### A small window of the routed layout

Window x 46 to 71, y 23 to 48 um. Cells in gray, sequential cells in the stronger gray; small squares are vias.
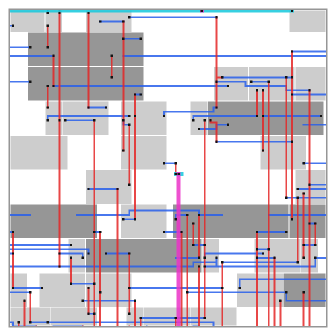
### Ports around the boundary

(4 px per um) Pins as bars across the die edge, other pins in gray.
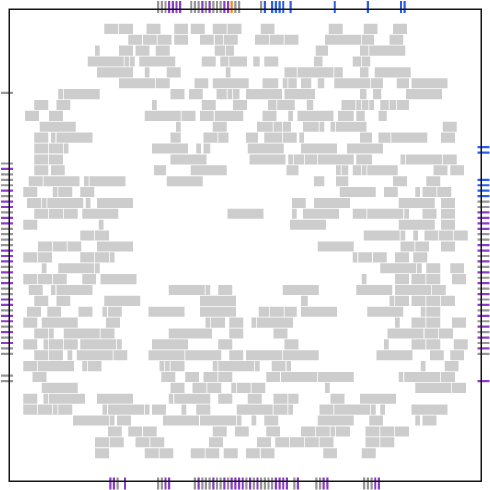
<file path="config.mk">
export PLATFORM = sky130hd
export DESIGN_NAME = pipe_stage_hs_flat
export DESIGN_NICKNAME = d
export VERILOG_FILES = /design/src/rtl/pipe_stage_hs_if.sv /design/src/rtl/pipe_stage_hs.sv /design/src/flat_wrapper.sv
export SDC_FILE = /design/constraint.sdc
export NUM_CORES = 1
export LEC_CHECK = 0
export CELL_PAD_IN_SITES_DETAIL_PLACEMENT = 0
export CELL_PAD_IN_SITES_GLOBAL_PLACEMENT = 2
export CORE_MARGIN = 3
export CORE_UTILIZATION = 28
export CTS_CLUSTER_SIZE = 8
export DETAILED_ROUTE_END_ITERATION = 12
export GPL_ROUTABILITY_DRIVEN = 1
export PLACE_DENSITY = 0.86
export SETUP_SLACK_MARGIN = 0.05
export SLEW_MARGIN = 20
export SYNTH_ARGS = -nofsm -noshare
export SYNTH_HDL_FRONTEND = slang
export SYNTH_SLANG_ARGS = --single-unit
</file>
<file path="constraint.sdc">
create_clock -name clk -period 3.9 [get_ports clk]
set_input_delay 0.78 -clock clk [delete_from_list [all_inputs] [get_ports clk]]
set_output_delay 0.78 -clock clk [all_outputs]
set_load 0.02 [all_outputs]
</file>
<file path="src/rtl/pipe_stage_hs_if.sv">
// ---------------------------------------------------------------------------
// pipe_stage_hs_if
// Handshake bundle for one pipe_stage_hs instance: the upstream channel
// (in_*) and the downstream channel (out_*).
//   slave  : the pipeline stage itself (takes in_valid/in_data/out_ready,
//            drives in_ready/out_valid/out_data)
//   master : the surrounding logic (producer + consumer of the stage)
// Parameter W is the payload width and must match the stage's W.
// ---------------------------------------------------------------------------
interface pipe_stage_hs_if #(
    parameter int W = 64
);
    logic         in_valid;
    logic         in_ready;
    logic [W-1:0] in_data;
    logic         out_valid;
    logic         out_ready;
    logic [W-1:0] out_data;

    modport master (
        output in_valid, in_data, out_ready,
        input  in_ready, out_valid, out_data
    );

    modport slave (
        input  in_valid, in_data, out_ready,
        output in_ready, out_valid, out_data
    );
endinterface

</file>
<file path="src/rtl/pipe_stage_hs.sv">
// ---------------------------------------------------------------------------
// pipe_stage_hs
// Generic valid/ready pipeline stage register carrying an opaque payload
// between CPU pipeline stages, with synchronous flush and a saturating
// stall-cycle counter.
//
// Build option: define PIPE_STAGE_SKID_EN to add a second (skid) entry. In
// that build in_ready depends only on registered state, cpu_en and flush,
// breaking the combinational ready path from downstream. Without it the
// stage holds one entry and in_ready follows out_ready while full.
//
// Ports:
//   clk         clock, rising edge
//   rst         asynchronous, active-high reset
//   cpu_en_i    global pipeline enable; 0 freezes the stage
//   flush_i     synchronous squash of the stage contents
//   hs          handshake bundle (slave side): in_valid/in_ready/in_data,
//               out_valid/out_ready/out_data
//   stall_cnt_o saturating count of back-pressured cycles
// ---------------------------------------------------------------------------
module pipe_stage_hs #(
    parameter int W     = 64,
    parameter int CNT_W = 16
) (
    input  logic             clk,
    input  logic             rst,
    input  logic             cpu_en_i,
    input  logic             flush_i,
    pipe_stage_hs_if.slave   hs,
    output logic [CNT_W-1:0] stall_cnt_o
);

    typedef enum logic [1:0] {
        EMPTY = 2'd0,   // M empty
        FULL  = 2'd1,   // M live, S empty
        SKID  = 2'd2    // M and S live (skid build only)
    } state_t;

    localparam logic [CNT_W-1:0] CNT_MAX = '1;

    state_t           state_q;
    logic [W-1:0]     m_q;
    logic [CNT_W-1:0] cnt_q;
`ifdef PIPE_STAGE_SKID_EN
    logic [W-1:0]     s_q;
`endif

    logic acc;
    logic emit;

    // Handshake outputs are gated by cpu_en so a frozen pipeline neither
    // accepts nor emits. rst is folded into in_ready so the upstream sees
    // "not ready" for as long as reset is asserted.
`ifdef PIPE_STAGE_SKID_EN
    assign hs.in_ready = cpu_en_i & ~flush_i & ~rst & (state_q != SKID);
`else
    assign hs.in_ready = cpu_en_i & ~flush_i & ~rst &
                         ((state_q == EMPTY) | hs.out_ready);
`endif
    assign hs.out_valid = cpu_en_i & (state_q != EMPTY);
    assign hs.out_data  = m_q;
    assign stall_cnt_o  = cnt_q;

    assign acc  = hs.in_valid & hs.in_ready;
    assign emit = hs.out_valid & hs.out_ready;

    always_ff @(posedge clk or posedge rst) begin
        if (rst) begin
            state_q <= EMPTY;
            m_q     <= '0;
`ifdef PIPE_STAGE_SKID_EN
            s_q     <= '0;
`endif
        end else if (flush_i) begin
            // Squash wins over everything, including a frozen pipeline.
            state_q <= EMPTY;
            m_q     <= '0;
`ifdef PIPE_STAGE_SKID_EN
            s_q     <= '0;
`endif
        end else if (cpu_en_i) begin
            case (state_q)
                EMPTY: begin
                    if (acc) begin
                        state_q <= FULL;
                        m_q     <= hs.in_data;
                    end
                end
                FULL: begin
                    if (emit && acc) begin
                        // Replace in place: no bubble at full throughput.
                        m_q <= hs.in_data;
                    end else if (emit) begin
                        state_q <= EMPTY;
`ifdef PIPE_STAGE_SKID_EN
                    end else if (acc) begin
                        // Downstream stalled but we had already advertised
                        // ready: park the beat in the skid entry.
                        state_q <= SKID;
                        s_q     <= hs.in_data;
`endif
                    end
                end
`ifdef PIPE_STAGE_SKID_EN
                SKID: begin
                    if (emit) begin
                        state_q <= FULL;
                        m_q     <= s_q;
                    end
                end
`endif
                default: state_q <= EMPTY;
            endcase
        end
    end

    // Counts cycles where a live payload is refused downstream. Flush cycles
    // are not counted, and only reset clears the counter.
    always_ff @(posedge clk or posedge rst) begin
        if (rst) begin
            cnt_q <= '0;
        end else if (cpu_en_i && (state_q != EMPTY) && !hs.out_ready &&
                     !flush_i && (cnt_q != CNT_MAX)) begin
            cnt_q <= cnt_q + 1'b1;
        end
    end

endmodule

</file>
<file path="src/flat_wrapper.sv">
// flat-port wrapper written by rule: the top's interface ports become plain ports
module pipe_stage_hs_flat 
#(
    parameter int W     = 64,
    parameter int CNT_W = 16
)
  (clk, rst, cpu_en_i, flush_i, stall_cnt_o, hs_in_valid, hs_in_data, hs_out_ready, hs_in_ready, hs_out_valid, hs_out_data);
  pipe_stage_hs_if #(.W(W)) hs_i ();
  input  logic clk;
  input  logic rst;
  input  logic cpu_en_i;
  input  logic flush_i;
  output logic [CNT_W-1:0] stall_cnt_o;
  input wire logic [$bits(hs_i.in_valid)-1:0] hs_in_valid;
  input wire logic [$bits(hs_i.in_data)-1:0] hs_in_data;
  input wire logic [$bits(hs_i.out_ready)-1:0] hs_out_ready;
  output wire logic [$bits(hs_i.in_ready)-1:0] hs_in_ready;
  output wire logic [$bits(hs_i.out_valid)-1:0] hs_out_valid;
  output wire logic [$bits(hs_i.out_data)-1:0] hs_out_data;
  assign hs_i.in_valid = hs_in_valid;
  assign hs_i.in_data = hs_in_data;
  assign hs_i.out_ready = hs_out_ready;
  assign hs_in_ready = hs_i.in_ready;
  assign hs_out_valid = hs_i.out_valid;
  assign hs_out_data = hs_i.out_data;
  pipe_stage_hs #(.W(W), .CNT_W(CNT_W)) u_core (.clk(clk), .rst(rst), .cpu_en_i(cpu_en_i), .flush_i(flush_i), .hs(hs_i), .stall_cnt_o(stall_cnt_o));
endmodule
</file>
==> qor.csv <==
metric,value,unit
diodes,0,
flops,81,
top_area_frac,0.581,
rows,40,
logic_gates,191,
crit_type,primary input to output pin,
crit_top_cell,clkdlybuf4s50_1,
io_pins,152,
timing.hold.ws,507,ps
logic_area,0.00137,mm2
powerDensity,351,mW/mm2
root_buffer,clkbuf_16,
finalNonFillerCells,613,
p_int,1.47,mW
maxCapViolCount,0,
status,"complete, no violations",
leakagePower,2.78,nW
p_clk,846,uW
edf_count,0,
synthTopCellsByArea,"dfrtp_1, mux2i_1, nor2_1",
critPathLaunchType,primary input,
met1_usage,0.163,
place.gp.congestion,0.785,
grt_max_degree,67,
cts_made_buffers,9,
cts_tree,built,
drc,0,
tool_warnings,26,
wl_per_cell,14.6,um
yosys_warnings,0,
hold_end,u_core.stall_cnt_o[0],
finalSetupTns,0,ps
skew,12.9,ps
wirelength_met1,3970,um
period_minus_slack,3150,ps
dr_wl_met2,4310,um
yosysChipArea,0.00349,mm2
max_freq,0.318,GHz
setup.worst_path.start,cpu_en_i,
pg_comb,204,uW
area_delta_synth_final,56.6,%
top_logic_kind,multiplexers,
comb_share,0.251,
r2r_end,u_core.stall_cnt_o[14],
rrSetupSlack,2170,ps
nNonClkBuffers,155,
nNonClkInverters,2,
nWellTaps,168,
final_max_slew_viol_count,0,
Back to the opening pictures, 'A small window of the routed layout':
- met4: magenta
- met1: blue
- met3: cyan
- met2: red
- netlist names of flops here include: `u_core.hs.out_data` (6)
- most frequent: clkdlybuf4s50_1 (10), mux2i_1 (7), nor2_1 (7)
- cells with their middle in the window: 32
- sequential cells in the window: 6

Back to the opening pictures, 'Ports around the boundary':
- `stall_cnt_o`: blue (pins 16; direction output; edge 10 top, 6 right)
- `hs_out_data`: purple (pins 64; direction output; edge 23 bottom, 17 left, 16 right, 8 top)
- `hs_in_ready`: orange (pins 1; direction output; edge top)
DIE WIDTH: 118 um
chip height: 118 um
Port Buffer Count: 151

